==> src/rtl/pipeline_front_regs_if.sv <==
// Bundle of hazard-unit, fetch and decode signals around the PC, IF/ID and ID/EX registers.
// master drives the stall/redirect/decode inputs; slave is the register block.
interface pipeline_front_regs_if #(
   parameter int CTRL_W = 12,
   parameter int CNT_W  = 32
);
   logic              stall_fetch;
   logic              stall_decode;
   logic              clear_exe;
   logic              pc_src_decode;
   logic [31:0]       branch_target_decode;
   logic [31:0]       instr_fetch;
   logic [31:0]       pc_fetch;
   logic [31:0]       instr_decode;
   logic [31:0]       pc_plus4_decode;
   logic              valid_decode;
   logic [4:0]        rs_decode;
   logic [4:0]        rt_decode;
   logic [4:0]        rd_decode;
   logic [31:0]       rd1_decode;
   logic [31:0]       rd2_decode;
   logic [31:0]       imm_decode;
   logic [CTRL_W-1:0] ctrl_decode;
   logic [4:0]        rs_exe;
   logic [4:0]        rt_exe;
   logic [4:0]        rd_exe;
   logic [31:0]       rd1_exe;
   logic [31:0]       rd2_exe;
   logic [31:0]       imm_exe;
   logic [CTRL_W-1:0] ctrl_exe;
   logic              valid_exe;
   logic [CNT_W-1:0]  stall_count;
   logic [CNT_W-1:0]  flush_count;

   modport master (
      output stall_fetch, stall_decode, clear_exe, pc_src_decode, branch_target_decode,
             instr_fetch, rs_decode, rt_decode, rd_decode, rd1_decode, rd2_decode,
             imm_decode, ctrl_decode,
      input  pc_fetch, instr_decode, pc_plus4_decode, valid_decode, rs_exe, rt_exe,
             rd_exe, rd1_exe, rd2_exe, imm_exe, ctrl_exe, valid_exe, stall_count,
             flush_count
   );

   modport slave (
      input  stall_fetch, stall_decode, clear_exe, pc_src_decode, branch_target_decode,
             instr_fetch, rs_decode, rt_decode, rd_decode, rd1_decode, rd2_decode,
             imm_decode, ctrl_decode,
      output pc_fetch, instr_decode, pc_plus4_decode, valid_decode, rs_exe, rt_exe,
             rd_exe, rd1_exe, rd2_exe, imm_exe, ctrl_exe, valid_exe, stall_count,
             flush_count
   );
endinterface

==> src/rtl/pipeline_front_regs.sv <==
// PC, IF/ID and ID/EX pipeline registers with hazard-unit stall/flush/bubble control
// and saturating stall/flush event counters.
module pipeline_front_regs #(
   parameter logic [31:0] RESET_PC = 32'h0000_0000,
   parameter int          CTRL_W   = 12,
   parameter int          CNT_W    = 32
) (
   input  logic                  clk,
   input  logic                  rst,
   pipeline_front_regs_if.slave  bus
);

   logic              redirect;
   logic [31:0]       pc_q;
   logic [31:0]       pc_plus4;
   logic [31:0]       instr_d_q;
   logic [31:0]       pc_plus4_d_q;
   logic              valid_d_q;
   logic [4:0]        rs_e_q;
   logic [4:0]        rt_e_q;
   logic [4:0]        rd_e_q;
   logic [31:0]       rd1_e_q;
   logic [31:0]       rd2_e_q;
   logic [31:0]       imm_e_q;
   logic [CTRL_W-1:0] ctrl_e_q;
   logic              valid_e_q;
   logic [CNT_W-1:0]  stall_cnt_q;
   logic [CNT_W-1:0]  flush_cnt_q;

   // Branch operands are not valid while decode is stalled, so the redirect waits.
   assign redirect = bus.pc_src_decode & ~bus.stall_decode;
   assign pc_plus4 = pc_q + 32'd4;

   always_ff @(posedge clk or posedge rst) begin
      if (rst) begin
         pc_q <= RESET_PC;
      end else if (!bus.stall_fetch) begin
         pc_q <= redirect ? bus.branch_target_decode : pc_plus4;
      end
   end

   always_ff @(posedge clk or posedge rst) begin
      if (rst) begin
         instr_d_q    <= '0;
         pc_plus4_d_q <= '0;
         valid_d_q    <= 1'b0;
      end else if (!bus.stall_decode) begin
         if (redirect) begin
            instr_d_q    <= '0;
            pc_plus4_d_q <= '0;
            valid_d_q    <= 1'b0;
         end else begin
            instr_d_q    <= bus.instr_fetch;
            pc_plus4_d_q <= pc_plus4;
            valid_d_q    <= 1'b1;
         end
      end
   end

   // ID/EX never stalls; an all-zero bubble carries ctrl=0, i.e. no register or memory write.
   always_ff @(posedge clk or posedge rst) begin
      if (rst) begin
         rs_e_q    <= '0;
         rt_e_q    <= '0;
         rd_e_q    <= '0;
         rd1_e_q   <= '0;
         rd2_e_q   <= '0;
         imm_e_q   <= '0;
         ctrl_e_q  <= '0;
         valid_e_q <= 1'b0;
      end else if (bus.clear_exe) begin
         rs_e_q    <= '0;
         rt_e_q    <= '0;
         rd_e_q    <= '0;
         rd1_e_q   <= '0;
         rd2_e_q   <= '0;
         imm_e_q   <= '0;
         ctrl_e_q  <= '0;
         valid_e_q <= 1'b0;
      end else begin
         rs_e_q    <= bus.rs_decode;
         rt_e_q    <= bus.rt_decode;
         rd_e_q    <= bus.rd_decode;
         rd1_e_q   <= bus.rd1_decode;
         rd2_e_q   <= bus.rd2_decode;
         imm_e_q   <= bus.imm_decode;
         ctrl_e_q  <= bus.ctrl_decode;
         valid_e_q <= valid_d_q;
      end
   end

   always_ff @(posedge clk or posedge rst) begin
      if (rst) begin
         stall_cnt_q <= '0;
         flush_cnt_q <= '0;
      end else begin
         if (bus.stall_decode && (stall_cnt_q != '1)) begin
            stall_cnt_q <= stall_cnt_q + 1'b1;
         end
         if (redirect && (flush_cnt_q != '1)) begin
            flush_cnt_q <= flush_cnt_q + 1'b1;
         end
      end
   end

   assign bus.pc_fetch        = pc_q;
   assign bus.instr_decode    = instr_d_q;
   assign bus.pc_plus4_decode = pc_plus4_d_q;
   assign bus.valid_decode    = valid_d_q;
   assign bus.rs_exe          = rs_e_q;
   assign bus.rt_exe          = rt_e_q;
   assign bus.rd_exe          = rd_e_q;
   assign bus.rd1_exe         = rd1_e_q;
   assign bus.rd2_exe         = rd2_e_q;
   assign bus.imm_exe         = imm_e_q;
   assign bus.ctrl_exe        = ctrl_e_q;
   assign bus.valid_exe       = valid_e_q;
   assign bus.stall_count     = stall_cnt_q;
   assign bus.flush_count     = flush_cnt_q;

endmodule

==> src/flat_wrapper.sv <==
// flat-port wrapper written by rule: the top's interface ports become plain ports
module pipeline_front_regs_flat 
#(
   parameter logic [31:0] RESET_PC = 32'h0000_0000,
   parameter int          CTRL_W   = 12,
   parameter int          CNT_W    = 32
)
  (clk, rst, bus_stall_fetch, bus_stall_decode, bus_clear_exe, bus_pc_src_decode, bus_branch_target_decode, bus_instr_fetch, bus_rs_decode, bus_rt_decode, bus_rd_decode, bus_rd1_decode, bus_rd2_decode, bus_imm_decode, bus_ctrl_decode, bus_pc_fetch, bus_instr_decode, bus_pc_plus4_decode, bus_valid_decode, bus_rs_exe, bus_rt_exe, bus_rd_exe, bus_rd1_exe, bus_rd2_exe, bus_imm_exe, bus_ctrl_exe, bus_valid_exe, bus_stall_count, bus_flush_count);
  pipeline_front_regs_if #(.CTRL_W(CTRL_W), .CNT_W(CNT_W)) bus_i ();
  input  logic clk;
  input  logic rst;
  input wire logic [$bits(bus_i.stall_fetch)-1:0] bus_stall_fetch;
  input wire logic [$bits(bus_i.stall_decode)-1:0] bus_stall_decode;
  input wire logic [$bits(bus_i.clear_exe)-1:0] bus_clear_exe;
  input wire logic [$bits(bus_i.pc_src_decode)-1:0] bus_pc_src_decode;
  input wire logic [$bits(bus_i.branch_target_decode)-1:0] bus_branch_target_decode;
  input wire logic [$bits(bus_i.instr_fetch)-1:0] bus_instr_fetch;
  input wire logic [$bits(bus_i.rs_decode)-1:0] bus_rs_decode;
  input wire logic [$bits(bus_i.rt_decode)-1:0] bus_rt_decode;
  input wire logic [$bits(bus_i.rd_decode)-1:0] bus_rd_decode;
  input wire logic [$bits(bus_i.rd1_decode)-1:0] bus_rd1_decode;
  input wire logic [$bits(bus_i.rd2_decode)-1:0] bus_rd2_decode;
  input wire logic [$bits(bus_i.imm_decode)-1:0] bus_imm_decode;
  input wire logic [$bits(bus_i.ctrl_decode)-1:0] bus_ctrl_decode;
  output wire logic [$bits(bus_i.pc_fetch)-1:0] bus_pc_fetch;
  output wire logic [$bits(bus_i.instr_decode)-1:0] bus_instr_decode;
  output wire logic [$bits(bus_i.pc_plus4_decode)-1:0] bus_pc_plus4_decode;
  output wire logic [$bits(bus_i.valid_decode)-1:0] bus_valid_decode;
  output wire logic [$bits(bus_i.rs_exe)-1:0] bus_rs_exe;
  output wire logic [$bits(bus_i.rt_exe)-1:0] bus_rt_exe;
  output wire logic [$bits(bus_i.rd_exe)-1:0] bus_rd_exe;
  output wire logic [$bits(bus_i.rd1_exe)-1:0] bus_rd1_exe;
  output wire logic [$bits(bus_i.rd2_exe)-1:0] bus_rd2_exe;
  output wire logic [$bits(bus_i.imm_exe)-1:0] bus_imm_exe;
  output wire logic [$bits(bus_i.ctrl_exe)-1:0] bus_ctrl_exe;
  output wire logic [$bits(bus_i.valid_exe)-1:0] bus_valid_exe;
  output wire logic [$bits(bus_i.stall_count)-1:0] bus_stall_count;
  output wire logic [$bits(bus_i.flush_count)-1:0] bus_flush_count;
  assign bus_i.stall_fetch = bus_stall_fetch;
  assign bus_i.stall_decode = bus_stall_decode;
  assign bus_i.clear_exe = bus_clear_exe;
  assign bus_i.pc_src_decode = bus_pc_src_decode;
  assign bus_i.branch_target_decode = bus_branch_target_decode;
  assign bus_i.instr_fetch = bus_instr_fetch;
  assign bus_i.rs_decode = bus_rs_decode;
  assign bus_i.rt_decode = bus_rt_decode;
  assign bus_i.rd_decode = bus_rd_decode;
  assign bus_i.rd1_decode = bus_rd1_decode;
  assign bus_i.rd2_decode = bus_rd2_decode;
  assign bus_i.imm_decode = bus_imm_decode;
  assign bus_i.ctrl_decode = bus_ctrl_decode;
  assign bus_pc_fetch = bus_i.pc_fetch;
  assign bus_instr_decode = bus_i.instr_decode;
  assign bus_pc_plus4_decode = bus_i.pc_plus4_decode;
  assign bus_valid_decode = bus_i.valid_decode;
  assign bus_rs_exe = bus_i.rs_exe;
  assign bus_rt_exe = bus_i.rt_exe;
  assign bus_rd_exe = bus_i.rd_exe;
  assign bus_rd1_exe = bus_i.rd1_exe;
  assign bus_rd2_exe = bus_i.rd2_exe;
  assign bus_imm_exe = bus_i.imm_exe;
  assign bus_ctrl_exe = bus_i.ctrl_exe;
  assign bus_valid_exe = bus_i.valid_exe;
  assign bus_stall_count = bus_i.stall_count;
  assign bus_flush_count = bus_i.flush_count;
  pipeline_front_regs #(.RESET_PC(RESET_PC), .CTRL_W(CTRL_W), .CNT_W(CNT_W)) u_core (.clk(clk), .rst(rst), .bus(bus_i));
endmodule
==> config.mk <==
export PLATFORM = sky130hd
export DESIGN_NAME = pipeline_front_regs_flat
export DESIGN_NICKNAME = d
export VERILOG_FILES = /design/src/rtl/pipeline_front_regs_if.sv /design/src/rtl/pipeline_front_regs.sv /design/src/flat_wrapper.sv
export SDC_FILE = /design/constraint.sdc
export NUM_CORES = 1
export LEC_CHECK = 0
export CELL_PAD_IN_SITES_DETAIL_PLACEMENT = 0
export CELL_PAD_IN_SITES_GLOBAL_PLACEMENT = 2
export CORE_MARGIN = 2
export CORE_UTILIZATION = 28
export DETAILED_ROUTE_END_ITERATION = 10
export GPL_ROUTABILITY_DRIVEN = 1
export HOLD_SLACK_MARGIN = 0.05
export PLACE_DENSITY_LB_ADDON = 0.1
export SYNTH_ARGS = -nofsm -noshare
export SYNTH_HDL_FRONTEND = slang
export SYNTH_SLANG_ARGS = --single-unit
export TNS_END_PERCENT = 10
==> constraint.sdc <==
create_clock -name clk -period 27.3 [get_ports clk]
set_input_delay 5.46 -clock clk [delete_from_list [all_inputs] [get_ports clk]]
set_output_delay 5.46 -clock clk [all_outputs]
set_load 0.01 [all_outputs]
Figure 1. Signal wires on met4 (run 1).
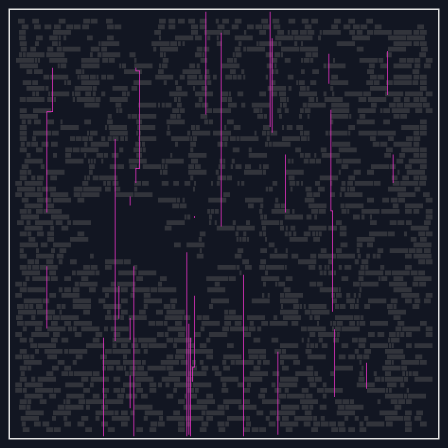
- nets with wire on the layer: 18
- main direction: vertical
- wire length on this layer: 1250 microns
final wirelength: 41900 microns
routed via count: 9470

Figure 2. Placed cells, one colour a class (run 1).
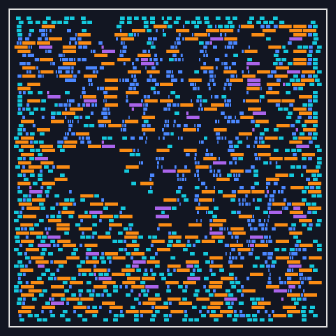
- clock drivers and dummy loads: purple (cells 64; share of their area 6.5%)
- other buffers and delay cells: cyan (cells 486; share of their area 28%)
- all other logic: blue (cells 660; share of their area 25%)
- flip-flops: orange (cells 285; share of their area 41%)

==> impl_metrics.csv, run 1 <==
group,metric,value,unit
finish,antenna_cells,5,
clocking,ctsResizeCount,0,
synth,ys_chip_area,11700,sq um
critical_path,crit_fanout,32,
finish,logic_gates,649,
drt,dr_wl_met3,3790,microns
floorplanning,nWellTaps,532,
finish,seqCellArea,7130,sq um
timing,finalSetupTns,0,ps
placed_design,dp_cells,1963,
flow_run,warning_count,29,
power,p_leak,7.57,nW
drt,ant_nets,0,
drt,met2_wirelength,20100,microns
finish,lay_top_count,"clkdlybuf4s50_1",
finish,sh_seq_area,39.4,%
finish,drive_gt1_share,6.22,%
placed_design,place_congestion,0.766,
synth,syn_nets,1200,
timing,finalClockPeriodUsage,28.0,%
critical_path,end_kind,"flip-flop",
drt,m1WireLength,16700,microns
finish,seq_cells,285,
finish,area_growth,55.2,%
synth,aoi_share,9.25,%
finish,inverters,11,
drt,firstDrtPassIters,4,
outcome,status,"finished clean",
finish,buffer_area_share,26.7,%
synth,ys_sh_adder,0.322,%
Figure 3. Wire density map (run 1).
21 x 21 tiles, from dark blue (low) to red (high), scaled to the fullest tile. Values are wire area over tile area, all layers added.
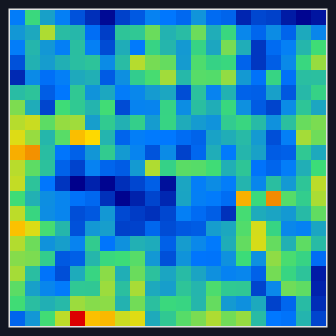
- mean over tiles: 0.16
- tiles over half the peak: 22%
- nearly empty tiles: 0.90%
- densest ninth of the die: south-west
- fullest tile: 0.43
Avg WL per Cell: 20.6 microns
gr usage total: 19.4%

Figure 4. Clock nets (run 1).
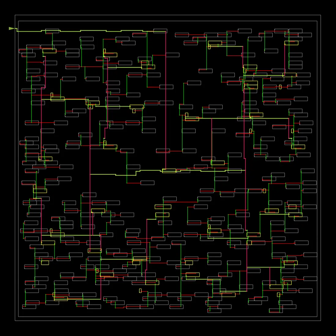
P_clk: 0.462 mW
clock sink count: 285
Num CTS Buffers: 36

==> run 1: where the power goes <==
group	switching [mW]	internal, mW
Sequential	0.0409	0.461
Combinational	0.0957	0.122
Clock	0.187	0.275
==> run 1: worst max-delay path: cells and delay by family <==
kind	cells	cell delay, ps
simple gates	2	1310
compound gates	1	480
xor+xnor	1	140
buf+inv	1	650
==> run 1: through the flow <==
stage / hold slack (ps) / power [mW] / setup slack (ps) / util [%]
floorplan: 518 / 0.586 / 13980 / -
global placement: 465 / 0.730 / 19110 / 41.4
detailed placement: 476 / 0.730 / 19050 / 41.4
CTS: 488 / 1.21 / 19620 / 44.2
global route: 499 / 1.24 / 19450 / 44.2
finish: 483 / 1.18 / 19670 / 44.2
==> run 1: synth_stat cells (2+ instances only) <==
library cell	number	share of area, %
a31oi_1	5	0.27
and3_1	12	0.64
and2_1	4	0.21
a21oi_1	26	1.1
xor2_1	48	3.6
a41oi_1	4	0.30
inv_1	11	0.35
nor2b_1	125	6.7
a22oi_1	2	0.13
nand2b_1	3	0.16
nor3b_2	2	0.21
or4_1	4	0.26
or3_1	5	0.27
nand2_1	73	2.3
o31ai_1	4	0.26
or2_2	2	0.11
nor4_1	16	0.86
o22a_1	27	2.0
o21ai_0	36	1.5
buf_1	3	0.097
or4_4	2	0.19
mux2_2	3	0.29
a22o_1	36	2.7
o21ba_2	3	0.26
ha_1	3	0.32
nor2_1	45	1.4
nor3_1	12	0.52
mux2i_1	3	0.26
nand3_1	41	1.8
xnor2_1	41	3.1
o211ai_1	2	0.13
dfrtp_1	285	61
and4_1	10	0.75
nor3b_1	3	0.19
o21bai_1	2	0.13
nor4b_1	4	0.30
clkbuf_1	53	1.7
nor4_2	4	0.43
nand4_1	22	1.2
Figure 5. Clock network drawn from the DEF (run 1).
The bar under the picture is 50 microns long.
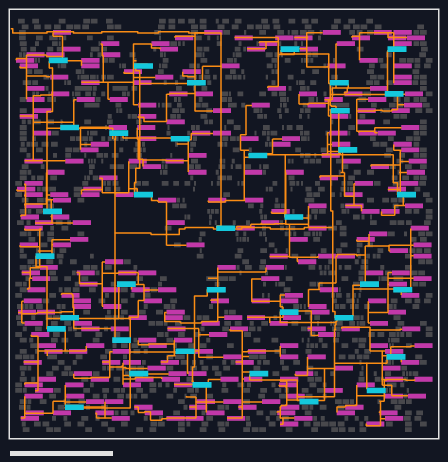

==> run 1 -> run 2 <==
Settings changed: CORE_UTILIZATION 28 to 26.
Clock period 27.3 ns to 7.65 ns, I/O delays scaled along.
Figure 6. Clock network drawn from the DEF (run 2).
The bar under the picture is 50 microns long.
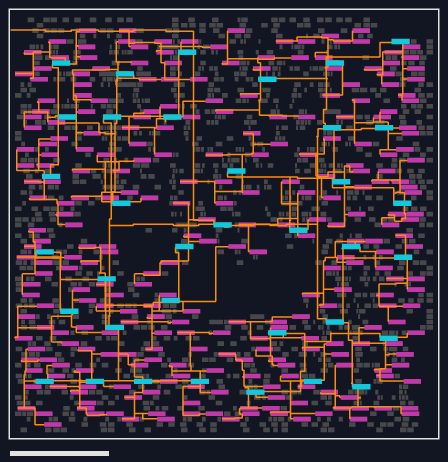
- flip-flops: magenta (count 285)
- clock wires: orange (length 4670 microns)
- cells driving clock nets: cyan (count 36)
- flops lie: spread over the die
clk ins delay skew pair: 550 ps
P_clk: 1.79 mW
skew final: 15.5 ps
clock network fraction of total power: 41.0%

==> run 2 against run 1 <==
Sequential power grew to 3.6 times the previous value. Die size up 7.5%. Via count is 1.4% lower. Total power rose to 3.7 times the previous value. Design area increased by 1.1%. Sequential cell count unchanged. Clock skew is 0.50 ps higher. Final cell count increased by 2.9%. Clock power went up to 3.9 times the previous value. Critical path type unchanged.
==> impl_metrics.csv, run 2 <==
group,metric,value,unit
synth,top_cells_by_area,"dfrtp_1 (61%), nor2b_1 (6.7%), xor2_1 (3.6%), xnor2_1 (3.1%), a22o_1 (2.7%)",
outcome,status,"finished clean",
clocking,cts_made_buffers,36,
finish,area_growth,56.9,%
synth,top_cell,"dfrtp_1",
timing,fin_worst_hold_slack,481,ps
synth,ys_chip_area,11700,sq um
clocking,clock-sinks,285,
synth,top_cell_area_share,61.2,%
finish,buffer_area_share,26.6,%
placed_design,dp_cells,2024,
finish,antenna_cells,2,
finish,seq_cells,285,
drt,wire_per_inst,19.9,microns
clocking,ctsResizeCount,0,
finish,lay_top_count,"clkdlybuf4s50_1",
drt,ant_nets,0,
floorplanning,nWellTaps,592,
synth,top_cells_by_count,"dfrtp_1 (285), nor2b_1 (125), nand2_1 (73), clkbuf_1 (53), xor2_1 (48)",
flow_run,warning_count,29,
finish,logic_gates,649,
placed_design,place_congestion,0.769,
drt,dr_wl_met3,3890,microns
power,total_power,4.36,mW
synth,syn_nets,1200,
critical_path,end_kind,"flip-flop",
drt,drt_iter0_drc,544,
finish,sh_seq_area,39.0,%
drt,routed_wl,41700,microns
==> run 2: cell counts after synthesis <==
Identical to the previous run, type by type.
==> run 2: worst paths after layout <==
check	startpoint	to	slack, ps	depth (start not counted)
max in group asynchronous	rst	u_core.bus.instr_decode[16]$_DFFE_PP0N_	4670	3
min reg2reg	u_core.bus.pc_plus4_decode[14]$_DFFE_PP0N_	u_core.bus.pc_plus4_decode[14]$_DFFE_PP0N_	480	2
max	bus_pc_src_decode	u_core.bus.flush_count[22]$_DFFE_PP0P_	4200	6
min	u_core.bus.pc_plus4_decode[14]$_DFFE_PP0N_	u_core.bus.pc_plus4_decode[14]$_DFFE_PP0N_	480	2
max reg2reg	u_core.bus.pc_fetch[4]$_DFFE_PP0N_	u_core.bus.pc_fetch[21]$_DFFE_PP0N_	4900	6
min in group asynchronous	rst	u_core.bus.rd1_exe[3]$_DFF_PP0_	1520	2
==> run 2: kinds of logic (layout without fill, tap and decap cells) <==
kind of cell    count (synthesis)  after routing  synth area share, %
buf+inv                        70            563                 2.34
fa+ha+maj                       3              3                0.322
xor+xnor                       89             89                 6.68
simple gates                  399            399                 19.7
compound gates                152            152                 9.25
other cells                     0              2                    0
mux                             6              6                0.547
flops                         285            285                 61.2
==> run 2: per-stage QoR <==
step	utilization [%]	setup slack, ps
after floorplan	-	2340
after global placement	38.6	3600
after detailed placement	38.6	3590
after CTS	41.4	4160
after global routing	41.4	3980
final	41.4	4200
==> run 2: worst max-delay path, delay by kind of cell <==
family	cells	cell delay (ps)
buffers and inverters	2	1080
and+or+nand+nor	2	740
AOI/OAI and AO/OA	1	370
xor gates and xnor gates	1	140
==> run 2: power by group <==
group          internal, mW  switching, mW
registers              1.64          0.148
clock network          1.11          0.676
logic                 0.436          0.342
Figure 7. Placed cells, one colour a class (run 2).
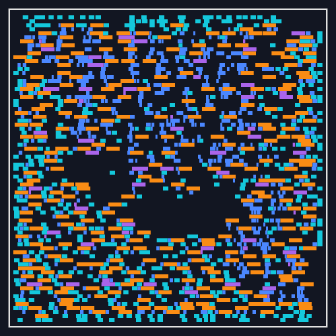

==> run 2 -> run 3 <==
Settings changed: CORE_UTILIZATION 26 to 24.
Clock period 7.65 ns to 3.1 ns, I/O delays scaled along.
Figure 8. Placed cells, one colour a class (run 3).
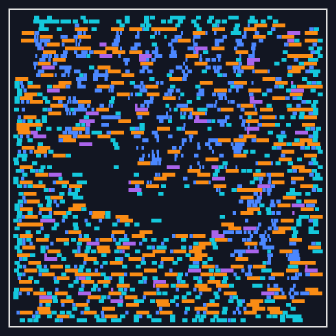
- other buffers and delay cells: cyan (cells 502; share of their area 29%)
- all other logic: blue (cells 660; share of their area 25%)
- flip-flops: orange (cells 285; share of their area 40%)
- clock drivers and dummy loads: purple (cells 64; share of their area 6.5%)

==> run 3 against run 2 <==
Setup slack lost 3600 ps. Design area up 0.64%. Via count is 0.43% higher. Sequential power increased by 150%. Synthesized area unchanged. Highest routed layer unchanged. Critical endpoint is now u_core.bus.stall_count[10]$_DFFE_PP0P_. Sequential share of layout area fell by 0.25 points. Worst hold slack worse by 20 ps. Largest power group unchanged. Clock power is 130% higher. Combinational power grew to 2.5 times the previous value. Die size rose by 8.2%. Register-to-register slack got worse by 4300 ps. Core utilization is 2.9 points lower.
==> impl_metrics.csv, run 3 <==
group,metric,value,unit
outcome,status,"finished clean",
placed_design,place_congestion,0.773,
timing,final.setup_skew,20.6,ps
hold_path,holdCritStartpoint,"bus_stall_decode",
synth,top_cells_by_area,"dfrtp_1 (61%), nor2b_1 (6.7%), xor2_1 (3.6%), xnor2_1 (3.1%), a22o_1 (2.7%)",
drt,drc,0,
synth,syn_area,11700,sq um
timing,setup_slack,601,ps
finish,area_growth,57.9,%
synth,top_cells_by_count,"dfrtp_1 (285), nor2b_1 (125), nand2_1 (73), clkbuf_1 (53), xor2_1 (48)",
drt,drt_iter0_drc,389,
timing,fin_worst_hold_slack,461,ps
clocking,cts_made_buffers,36,
critical_path,crit_fanout,10,
drt,dr_wl_met3,3960,microns
clocking,clk_pin_slew,60,ps
finish,seqCellArea,7130,sq um
placed_design,placed_cell_area,17200,sq um
drt,wire_per_inst,20.4,microns
drt,routed_wl,43500,microns
synth,ys_chip_area,11700,sq um
clocking,ctsResizeCount,0,
floorplanning,io_pins,478,
clocking,clock-sinks,285,
global_routing,busiest_layer,"met2",
synth,top_cell_area_share,61.2,%
power,total_power,10.5,mW
synth,top_cell,"dfrtp_1",
finish,final_core_util,38.5,%
hold_path,hold_depth,3,
flow_run,warning_count,27,
placed_design,dp_cells,2062,
synth,syn_nets,1200,
placed_design,place_ws,575,ps
power,power_density,572,nW/um^2
hold_path,hold_end,"u_core.bus.pc_plus4_decode[24]$_DFFE_PP0N_",
critical_path,r2r-start,"u_core.bus.stall_count[0]$_DFFE_PP0P_",
clocking,htreeDepth,2,
-- run 3: area by class of cell --
class / instances / share of cell area [%]
timing repair buffer: 502 / 27.3
tap: 615 / 4.18
inverter: 11 / 0.245
antenna: 3 / 0.0408
clock inverter: 8 / 0.408
clock buffer: 56 / 5.85
sequential: 285 / 38.7
multi-input combinational: 649 / 23.2
-- run 3: critical path, cell delays in order (launching register included) --
cell     delay [ps]
dfrtp_1         420
ha_1            210
nand3_1         240
or4_4           640
o31a_1          470
and3b_1         260
xor2_1          140
-- run 3: cell families (layout without fill, tap and decap cells) --
family                     after synthesis  after routing  share of synthesized area, %
and+or+nand+nor                        399            399                          19.7
DFF                                    285            285                          61.2
AOI/OAI and AO/OA                      152            152                          9.25
xor gates and xnor gates                89             89                          6.68
buffers and inverters                   70            577                          2.34
muxes                                    6              6                         0.547
adders and majority gates                3              3                         0.322
other                                    0              3                             0
-- run 3: report_power, final --
part | switching [mW] | leakage, nW | internal (mW)
logic | 0.871 | 3.47 | 1.09
registers | 0.363 | 3.64 | 4.06
clock network | 1.68 | 0.565 | 2.47
total | 2.91 | 7.68 | 7.62
-- run 3: worst max path at each step --
stage | startpoint | endpoint | slack (ps)
CTS | u_core.bus.stall_count[0]$_DFFE_PP0P_ | u_core.bus.stall_count[10]$_DFFE_PP0P_ | 600
floorplan | rst | u_core.bus.ctrl_exe[0]$_DFF_PP0_ | -1300
global route | u_core.bus.stall_count[0]$_DFFE_PP0P_ | u_core.bus.stall_count[10]$_DFFE_PP0P_ | 500
global placement | bus_pc_src_decode | u_core.bus.flush_count[19]$_DFFE_PP0P_ | 550
detailed placement | bus_pc_src_decode | u_core.bus.flush_count[31]$_DFFE_PP0P_ | 570
finish | u_core.bus.stall_count[0]$_DFFE_PP0P_ | u_core.bus.stall_count[10]$_DFFE_PP0P_ | 600
Power is estimated from default activity; no workload was simulated.
